gates.png
Drawn at 4 px/um.
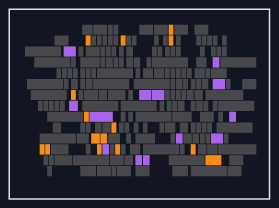
layers.png
Drawn at 8 px/um.
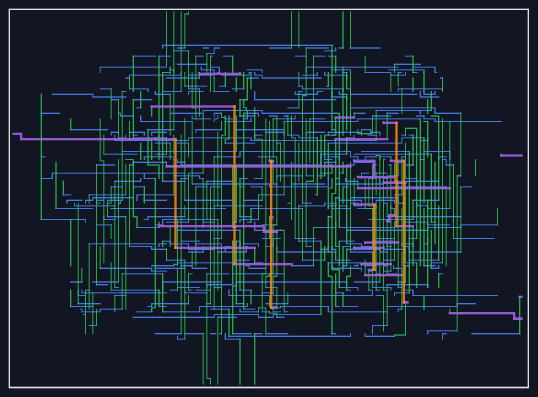
<file path="config.mk">
export PLATFORM = sky130hd
export DESIGN_NAME = uart_tx
export DESIGN_NICKNAME = d
export VERILOG_FILES = /design/src/rtl/uart_tx.sv
export SDC_FILE = /design/constraint.sdc
export NUM_CORES = 1
export LEC_CHECK = 0
export ABC_AREA = 1
export CAP_MARGIN = 20
export CORE_ASPECT_RATIO = 0.7
export CORE_MARGIN = 3
export CORE_UTILIZATION = 55
export CTS_BUF_LIST = sky130_fd_sc_hd__clkbuf_8
export DETAILED_ROUTE_END_ITERATION = 10
export GPL_ROUTABILITY_DRIVEN = 0
export GPL_TIMING_DRIVEN = 0
export PLACE_DENSITY = 0.87
export SYNTH_ARGS = -nofsm -noshare
export SYNTH_HDL_FRONTEND = slang
export SYNTH_SLANG_ARGS = --single-unit
</file>
<file path="constraint.sdc">
create_clock -name clk -period 1.75 [get_ports clk]
set_input_delay 0.175 -clock clk [delete_from_list [all_inputs] [get_ports clk]]
set_output_delay 0.175 -clock clk [all_outputs]
set_load 0.01 [all_outputs]
</file>
<file path="src/rtl/uart_tx.sv">
// UART transmitter: start bit, LSB-first data, optional odd parity, one stop bit.
// Bit timing is derived from the shared oversampling strobe tick_16x.
module uart_tx #(
  parameter int DATA_BITS  = 8,
  parameter int OVS_FACTOR = 16
) (
  input  logic                 clk,
  input  logic                 reset,
  input  logic                 tick_16x,
  input  logic [DATA_BITS-1:0] tx_data,
  input  logic                 tx_valid,
  output logic                 tx_ready,
  input  logic                 parity_enable,
  output logic                 tx_pin,
  output logic                 tx_busy,
  output logic                 tx_done
);

  localparam int CW = $clog2(OVS_FACTOR);
  localparam int IW = (DATA_BITS > 1) ? $clog2(DATA_BITS) : 1;
  localparam logic [CW-1:0] CNT_LAST = CW'(OVS_FACTOR - 1);
  localparam logic [IW-1:0] IDX_LAST = IW'(DATA_BITS - 1);

  typedef enum logic [2:0] {
    IDLE   = 3'd0,
    START  = 3'd1,
    DATA   = 3'd2,
    PARITY = 3'd3,
    STOP   = 3'd4
  } state_t;

  state_t               state_q;
  logic [DATA_BITS-1:0] shift_q;
  logic [DATA_BITS-1:0] shift_d;
  logic [CW-1:0]        cnt_q;
  logic [IW-1:0]        idx_q;
  logic                 par_en_q;
  logic                 par_bit_q;
  logic                 tx_pin_q;
  logic                 tx_done_q;
  logic                 bit_end;

  assign bit_end = tick_16x && (cnt_q == CNT_LAST);
  assign shift_d = shift_q >> 1;

  assign tx_ready = (state_q == IDLE);
  assign tx_busy  = (state_q != IDLE);
  assign tx_pin   = tx_pin_q;
  assign tx_done  = tx_done_q;

  // tx_pin_q is loaded with the level of the state being entered, so the line
  // changes in the same cycle as the state.
  always_ff @(posedge clk or negedge reset) begin
    if (!reset) begin
      state_q   <= IDLE;
      shift_q   <= '0;
      cnt_q     <= '0;
      idx_q     <= '0;
      par_en_q  <= 1'b0;
      par_bit_q <= 1'b0;
      tx_pin_q  <= 1'b1;
      tx_done_q <= 1'b0;
    end else begin
      tx_done_q <= 1'b0;
      if (state_q != IDLE && tick_16x) begin
        cnt_q <= bit_end ? '0 : cnt_q + 1'b1;
      end
      case (state_q)
        IDLE: begin
          if (tx_valid) begin
            shift_q   <= tx_data;
            par_en_q  <= parity_enable;
            // Parity is taken from the whole word now, before it is shifted out.
            par_bit_q <= ~^tx_data;
            cnt_q     <= '0;
            idx_q     <= '0;
            tx_pin_q  <= 1'b0;
            state_q   <= START;
          end
        end
        START: begin
          if (bit_end) begin
            tx_pin_q <= shift_q[0];
            state_q  <= DATA;
          end
        end
        DATA: begin
          if (bit_end) begin
            shift_q <= shift_d;
            idx_q   <= idx_q + 1'b1;
            if (idx_q == IDX_LAST) begin
              if (par_en_q) begin
                tx_pin_q <= par_bit_q;
                state_q  <= PARITY;
              end else begin
                tx_pin_q <= 1'b1;
                state_q  <= STOP;
              end
            end else begin
              tx_pin_q <= shift_d[0];
            end
          end
        end
        PARITY: begin
          if (bit_end) begin
            tx_pin_q <= 1'b1;
            state_q  <= STOP;
          end
        end
        STOP: begin
          if (bit_end) begin
            tx_pin_q  <= 1'b1;
            tx_done_q <= 1'b1;
            state_q   <= IDLE;
          end
        end
        default: begin
          tx_pin_q <= 1'b1;
          state_q  <= IDLE;
        end
      endcase
    end
  end

endmodule
</file>
==> reports/qor.csv <==
stage;metric;value;unit
flow_run;total of max-cap violations;0;
placement;number of buffers inserted by port buffering;16;
finish;layout cell share with drive strength beyond 1;11.6;%
worst_setup_path;setup slack of the worst register-to-register path;0.14;ns
worst_setup_path;crit path launch type;register;
synth;share of synthesized area occupied by flip-flops and latches;41.6;%
synth;most popular library cell in the synthesized design by count;nand2_1;
synth;chip area line of the yosys report;1330;sq um
synth;multiplexer area fraction after synthesis;0;%
min_path;class of the most critical hold timing path;input port to async pin;
timing;Hold Worst Slack;0.439;ns
synth;combined area of all synthesized cells;1330;sq um
route;remaining number of nets flagged by the antenna check after routing;0;
synth;nets in the synthesized netlist;201;
placement;sum of net half-perimeters after detailed placement;2.31;mm
outcome;result of the run;finished, final reports clean;
timing;Highest Clock Rate;599;MHz
finish;Non-Filler Cell Area, Final;1600;sq um
route;first drt pass iteration count;4;
cts;clock sinks;22;
placement;pre-CTS setup slack;-0.0727;ns
floorplan;effective utilization at floorplan;59.6;%
finish;final layout net count;224;
cts;clock tree from TritonCTS;done;
placement;placed cell areas;1530;sq um
worst_setup_path;type of element capturing the critical path;primary output;
cts;Num CTS Buffers;3;
synth;fraction of synthesized cell area taken by the top area cell type;39.6;%
floorplan;vertical die size;47.1;um
synth;top cells by area in the synthesized netlist;dfrtp_1, nand2_1, inv_1, nand3_1, o21ai_2;
floorplan;horizontal die dimension;64.7;um
finish;layout overhead on the synthesized area;20.8;%
synth;synthesized-area fraction occupied by xor and xnor cells;0.660;%
cts;buffer type at the clock tree root;clkbuf_8;
worst_setup_path;R2R Path Start;cnt_q[0]$_DFF_PN0_;
placement;post-placement cell count;233;
route;Avg Vias per Cell;5.28;
global_route;total grt overflow;0;
## Picture notes: gates.png
[aoi and oai cells] purple | cells: 13 | most used: o21ai_2
[nor cells] orange | cells: 15 | most used: nor2_1
most instantiated logic cell after routing: nand2_1
combinational share of cell area: 42.2%
final instance count without filler cells: 239

## Picture notes: layers.png
[M1] blue | wire length: 1350 um
[M3] purple | wire length: 163 um
[M4] orange | wire length: 90.4 um
[M2] green | wire length: 1580 um
All-Layer GR Usage: 22.5%
total length of routed wires: 3.18 mm
vias: 1262
average wire per cell in the routed design: 13.3 um

sequential cells by signal (all words and copies together), names as in the netlist:
signal and count:
cnt_q 4, idx_q 3, par_bit_q 1, par_en_q 1, shift_q 8, state_q 3, tx_done 1, tx_pin 1
layer usage:
layer  GRT usage [%]  routed length [um]
met5               0                   0
met4            9.66                  90
met3            5.98                 163
met2            39.8                1580
met1            27.0                1350
placed cells by master, fill, tap and decap left out, types with 2 or more instances in the layout:
master | netlist | final
a21oi_1 | 2 | 2
buf_4 | 1 | 3
buf_6 | 2 | 2
clkbuf_8 | 0 | 3
clkdlybuf4s50_1 | 0 | 15
dfrtp_1 | 21 | 20
ha_1 | 3 | 3
inv_1 | 20 | 21
nand2_1 | 79 | 79
nand2_2 | 2 | 2
nand3_1 | 12 | 12
nand4_1 | 5 | 5
nor2_1 | 13 | 12
o21a_1 | 4 | 4
o21ai_0 | 4 | 4
o21ai_2 | 6 | 5
through the flow:
stage | utilization (%) | power [mW]
6_report | 72.0 | 2.36
5_1_grt | 72.0 | 2.52
4_1_cts | 71.7 | 2.33
3_5_place_dp | 68.6 | 1.97
3_3_place_gp | 68.6 | 1.89
2_1_floorplan | - | 1.64
how the worst max path moves through the flow:
| stage | depth (start not counted) | end | start | slack [ns] |
|---|---|---|---|---|
| floorplan | 7 | shift_q[7]$_DFFE_PN0P_ | cnt_q[0]$_DFF_PN0_ | 0.33 |
| global placement | 7 | shift_q[3]$_DFFE_PN0P_ | tick_16x | -0.006 |
| detailed placement | 7 | shift_q[2]$_DFFE_PN0P_ | tick_16x | -0.07 |
| CTS | 3 | tx_busy | state_q[0]$_DFFE_PN0P_ | 0.12 |
| global route | 3 | tx_busy | state_q[0]$_DFFE_PN0P_ | 0.02 |
| finish | 3 | tx_busy | state_q[0]$_DFFE_PN0P_ | 0.08 |
power breakdown:
part | switching, mW | internal, mW | leakage [nW]
Sequential | 0.136 | 0.700 | 0.281
Combinational | 0.741 | 0.461 | 0.558
Clock | 0.162 | 0.157 | 0.0269
layout make-up:
type	count	area [sq um]	area share, %
well taps	32	40.0	2.50
repair buffers	18	174	10.9
plain buffers	3	30.0	1.87
inverters	22	83.8	5.23
clock inverters	1	3.75	0.234
clock buffers	3	41.3	2.58
flip-flops and latches	22	553	34.5
multi-input cells	138	676	42.2
critical path, cell delays in order, from the launching register on:
cell and delay [ns]:
dfrtp_1 0.43, inv_2 0.10, nand2_4 0.14, clkdlybuf4s50_1 0.56
timing repair:
| action | CTS | global route |
|---|---|---|
| setup endpoints to repair | 3 | 1 |
| pin swaps | 2 | 0 |
| gates resized | 4 | 1 |
| buffers inserted | 2 | 0 |
cells by family (layout without fill, tap and decap cells):
kind of cell | after synthesis | after routing
fa+ha+maj | 3 | 3
simple gates | 117 | 117
buf+inv | 25 | 47
xor+xnor | 1 | 1
flops | 22 | 22
compound gates | 17 | 17
Power is estimated from default activity; no workload was simulated.
